`config.mk`:
```
export PLATFORM = sky130hd
export DESIGN_NAME = serial_adder_flat
export DESIGN_NICKNAME = d
export VERILOG_FILES = /design/src/rtl/serial_adder_if.sv /design/src/rtl/serial_adder.sv /design/src/flat_wrapper.sv
export SDC_FILE = /design/constraint.sdc
export NUM_CORES = 1
export LEC_CHECK = 0
export ABC_CLOCK_PERIOD_IN_PS = 1370
export CAP_MARGIN = 10
export CORE_AREA = 2 2 61 63
export CTS_CLUSTER_DIAMETER = 60
export DETAILED_ROUTE_END_ITERATION = 10
export DIE_AREA = 0 0 63 65
export PLACE_DENSITY = 0.77
export RECOVER_POWER = 25
export SLEW_MARGIN = 20
export SYNTH_ARGS = -nofsm -noshare
export SYNTH_HDL_FRONTEND = slang
export SYNTH_SLANG_ARGS = --single-unit
```
`constraint.sdc`:
```
create_clock -name clk -period 1.37 [get_ports clk]
set_input_delay 0.3425 -clock clk [delete_from_list [all_inputs] [get_ports clk]]
set_output_delay 0.3425 -clock clk [all_outputs]
set_load 0.05 [all_outputs]
```
`src/rtl/serial_adder_if.sv`:
```
// serial_adder_if: operand/result bundle for the bit-serial adder.
// The master drives the request and the slave returns the handshake and result.
interface serial_adder_if #(
    parameter int WIDTH = 8
);
    logic             start;
    logic [WIDTH-1:0] a;
    logic [WIDTH-1:0] b;
    logic             cin;
    logic             sub;
    logic             busy;
    logic             done;
    logic [WIDTH-1:0] sum;
    logic             cout;

    modport master (
        output start, a, b, cin, sub,
        input  busy, done, sum, cout
    );

    modport slave (
        input  start, a, b, cin, sub,
        output busy, done, sum, cout
    );
endinterface

```
`src/rtl/serial_adder.sv`:
```
// serial_adder: LSB-first bit-serial adder with a start/busy/done handshake.
// Define SERIAL_ADDER_SUB_EN to make the sub input select a-b.
module serial_adder #(
    parameter int WIDTH = 8
) (
    input logic           clk,
    input logic           rst,
    serial_adder_if.slave bus
);
    localparam int CW = $clog2(WIDTH + 1);

    typedef enum logic [1:0] {IDLE, RUN, DONE} state_t;

    state_t           state;
    state_t           state_nxt;
    logic [WIDTH-1:0] a_sr;
    logic [WIDTH-1:0] b_sr;
    logic [WIDTH-1:0] res_sr;
    logic [WIDTH-1:0] res_nxt;
    logic [WIDTH-1:0] sum_q;
    logic [WIDTH-1:0] b_load;
    logic             c_load;
    logic             carry;
    logic             cout_q;
    logic [CW-1:0]    cnt;
    logic             accept;
    logic             last;
    logic             ha0_s;
    logic             ha0_c;
    logic             ha1_c;
    logic             bit_s;
    logic             bit_c;

`ifdef SERIAL_ADDER_SUB_EN
    // Two's complement: invert b and force the carry-in to 1.
    assign b_load = bus.sub ? ~bus.b : bus.b;
    assign c_load = bus.sub ? 1'b1 : bus.cin;
`else
    logic sub_unused;
    assign sub_unused = bus.sub;
    assign b_load     = bus.b;
    assign c_load     = bus.cin;
`endif

    assign accept = bus.start && (state == IDLE || state == DONE);
    assign last   = (cnt == CW'(WIDTH - 1));

    // Full adder cell as two half adders joined by an OR.
    assign ha0_s = a_sr[0] ^ b_sr[0];
    assign ha0_c = a_sr[0] & b_sr[0];
    assign bit_s = ha0_s ^ carry;
    assign ha1_c = ha0_s & carry;
    assign bit_c = ha0_c | ha1_c;

    always_comb begin
        res_nxt            = res_sr >> 1;
        res_nxt[WIDTH-1]   = bit_s;
    end

    always_ff @(posedge clk) begin
        if (rst) begin
            state <= IDLE;
        end else begin
            state <= state_nxt;
        end
    end

    always_comb begin
        state_nxt = state;
        unique case (state)
            IDLE:    if (bus.start) state_nxt = RUN;
            RUN:     if (last) state_nxt = DONE;
            DONE:    state_nxt = bus.start ? RUN : IDLE;
            default: state_nxt = IDLE;
        endcase
    end

    always_ff @(posedge clk) begin
        if (rst) begin
            a_sr   <= '0;
            b_sr   <= '0;
            res_sr <= '0;
            carry  <= 1'b0;
            cnt    <= '0;
            sum_q  <= '0;
            cout_q <= 1'b0;
        end else if (accept) begin
            a_sr  <= bus.a;
            b_sr  <= b_load;
            carry <= c_load;
            cnt   <= '0;
        end else if (state == RUN) begin
            a_sr   <= a_sr >> 1;
            b_sr   <= b_sr >> 1;
            res_sr <= res_nxt;
            carry  <= bit_c;
            cnt    <= cnt + 1'b1;
            if (last) begin
                sum_q  <= res_nxt;
                cout_q <= bit_c;
            end
        end
    end

    assign bus.busy = (state == RUN);
    assign bus.done = (state == DONE);
    assign bus.sum  = sum_q;
    assign bus.cout = cout_q;
endmodule

```
`src/flat_wrapper.sv`:
```
// flat-port wrapper written by rule: the top's interface ports become plain ports
module serial_adder_flat 
#(
    parameter int WIDTH = 8
)
  (clk, rst, bus_start, bus_a, bus_b, bus_cin, bus_sub, bus_busy, bus_done, bus_sum, bus_cout);
  serial_adder_if #(.WIDTH(WIDTH)) bus_i ();
  input logic clk;
  input logic rst;
  input wire logic [$bits(bus_i.start)-1:0] bus_start;
  input wire logic [$bits(bus_i.a)-1:0] bus_a;
  input wire logic [$bits(bus_i.b)-1:0] bus_b;
  input wire logic [$bits(bus_i.cin)-1:0] bus_cin;
  input wire logic [$bits(bus_i.sub)-1:0] bus_sub;
  output wire logic [$bits(bus_i.busy)-1:0] bus_busy;
  output wire logic [$bits(bus_i.done)-1:0] bus_done;
  output wire logic [$bits(bus_i.sum)-1:0] bus_sum;
  output wire logic [$bits(bus_i.cout)-1:0] bus_cout;
  assign bus_i.start = bus_start;
  assign bus_i.a = bus_a;
  assign bus_i.b = bus_b;
  assign bus_i.cin = bus_cin;
  assign bus_i.sub = bus_sub;
  assign bus_busy = bus_i.busy;
  assign bus_done = bus_i.done;
  assign bus_sum = bus_i.sum;
  assign bus_cout = bus_i.cout;
  serial_adder #(.WIDTH(WIDTH)) u_core (.clk(clk), .rst(rst), .bus(bus_i));
endmodule
```
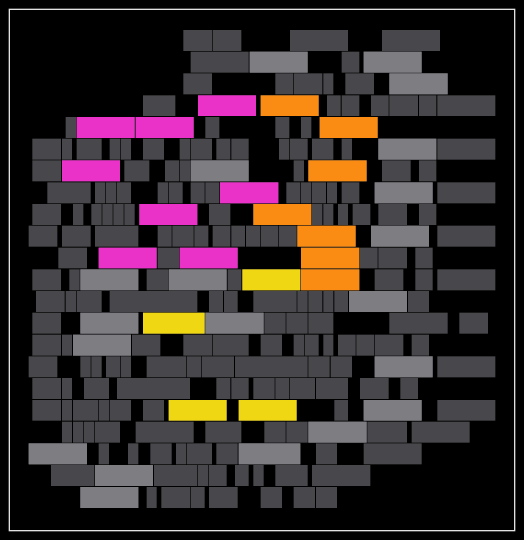
(register map, names as in the netlist)
Drawn at 8 px/um. Other sequential cells in the stronger grey, the rest of the logic in the fainter grey.
legend:
  orange:
    signal: u_core.res_sr
    sequential_cells: 7
  yellow:
    signal: u_core.cnt
    sequential_cells: 4
  magenta:
    signal: u_core.b_sr
    sequential_cells: 8
not coloured: 20
seq pwr: 1220 uW
final design utilization: 69.01%
Flop area: 783.3 um2
Seq area share: 32.47%

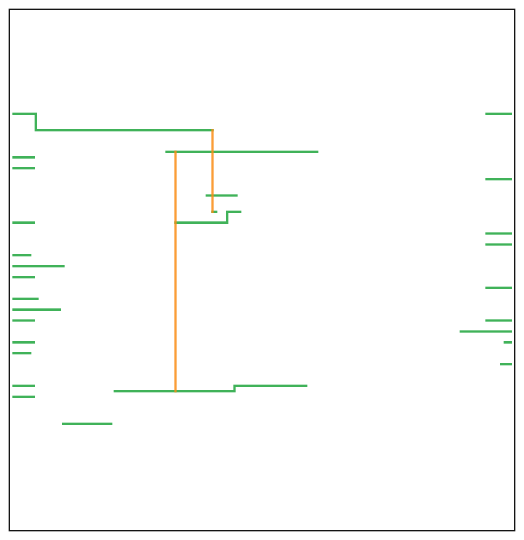
(routed metal, one colour a layer)
Drawn at 8 px/um. Two of the layers only.
legend:
  green:
    layer: metal 3
    wire_length: 155 um
  orange:
    layer: metal 4
    wire_length: 40.1 um
WL final: 3.638 mm
total track usage: 18.53%

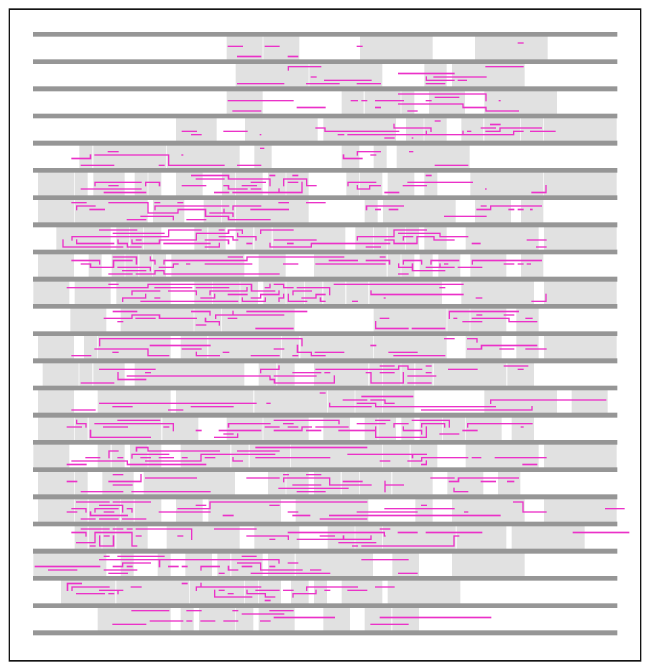
(met1 routing)
Drawn at 10 px/um. Supply wires on this layer in grey.
main direction: horizontal
longest straight run: 20.2 um
wire length on this layer: 1,530 um
via count: 1,436
met1 usage: 20.94%

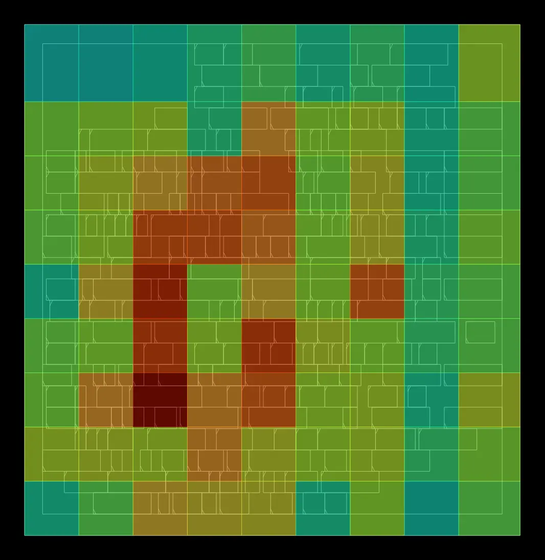
(congestion heat map)
wire per inst: 13.09 um
met2 usage: 33.24%
met3 usage: 5.903%
Top Usage Layer GRT: met2

==> qor.txt <==
Pre-CTS WS = -0.1465 ns
Post-CTS Setup Repair Bufs = 4
DRC = 0
Clock transition at path regs = 0.13 ns
Min Tclk post-route = 1.497 ns
Hold WS = 0.4681 ns
Maximum clock rate = 668.0 MHz
Status = finished, violations left
CTS Hold Bufs = 0
CTS tree = yes
Max-slew headroom = 82.80%
Pwr Density = 1007 mW/mm2
Largest net degree at the start of global routing = 33
Top-count cell post-synth = dfxtp_1
YS warnings = 0
Clock network area share = 3.371%
Syn Area/Cell = 8.881 um2
Non-clock buffering overhead = 27.65%
RSZ-0062 raised after global routing = yes
Failing checks = setup timing
Layout cells sized above 1 = 22.61%
Latency at later pin = 0.36 ns
Initial core utilization = 46.74%
Initial detailed-routing violation count = 50
Final instance area = 0.002412 mm2
Max VDD drop = 832.6 uV
Final Max Slew Viols = 0
Setup slack after layout = -0.1269 ns
Die Y = 65 um
Syn nets = 207
Flops = 39
Setup Viol. Count Final = 2
Mux share = 6.738%
Cell variety after synth = 26
CTS buffer count = 5
Vias in the first global route = 1,322
# nets final = 252
Basic Gates by Area = 25.73%
Post-Synth Adder-Cell Area = 1.991%
Final non-filler cell total = 278
Tot Pwr = 2430 uW
-- final timing paths --
path,end,depth (start not counted),slack [ns],from
setup / recovery,bus_done,3,-0.13,u_core.state[0]$_SDFFE_PP0P_
hold / removal,u_core.res_sr[1]$_SDFFE_PP0P_,2,0.47,u_core.res_sr[1]$_SDFFE_PP0P_
setup reg to reg,u_core.a_sr[4]$_SDFFE_PP0P_,7,0.01,u_core.state[0]$_SDFFE_PP0P_
hold reg to reg,u_core.res_sr[1]$_SDFFE_PP0P_,2,0.47,u_core.res_sr[1]$_SDFFE_PP0P_
-- layout by cell type, fill, tap and decap left out, drive strengths merged --
cell	count
a21oi	11
bufinv	1
buf	31
clkbuf	7
nand3	4
inv	1
ha	1
nand3b	2
o21ai	1
nand2	35
o22ai	3
xor2	1
or3	1
clkinv	2
fa	1
nor3	11
nor2	12
a22oi	2
and2b	2
nand2b	20
a211oi	1
mux2i	11
clkdlybuf4s50	19
a311oi	10
xnor2	1
dfxtp	39
-- critical path: stages (launching register included) --
cell and delay, ns:
dfxtp_2 0.34, buf_6 0.10, and2b_1 0.22, buf_12 0.14
-- state kept, by name, indices dropped and copies added, names as in the netlist --
signal and flops:
u_core.a_sr 8, u_core.b_sr 8, u_core.bus.sum 8, u_core.res_sr 7, u_core.cnt 4, u_core.state 2
u_core.bus.cout 1, u_core.carry 1
-- metrics by stage --
stage	setup TNS [ns]	utilization [%]
5_1_grt	-0.3730	69.01
3_5_place_dp	-2.110	61.60
4_1_cts	-0.2193	65.75
6_report	-0.2121	69.01
3_3_place_gp	-1.420	61.60
2_1_floorplan	0	-
-- power by group --
part / switching (uW) / internal [uW] / total (uW)
Sequential: 33.9 / 1190 / 1220
Combinational: 191 / 228 / 418
Clock: 406 / 384 / 790
Power and IR drop assume default switching activity.
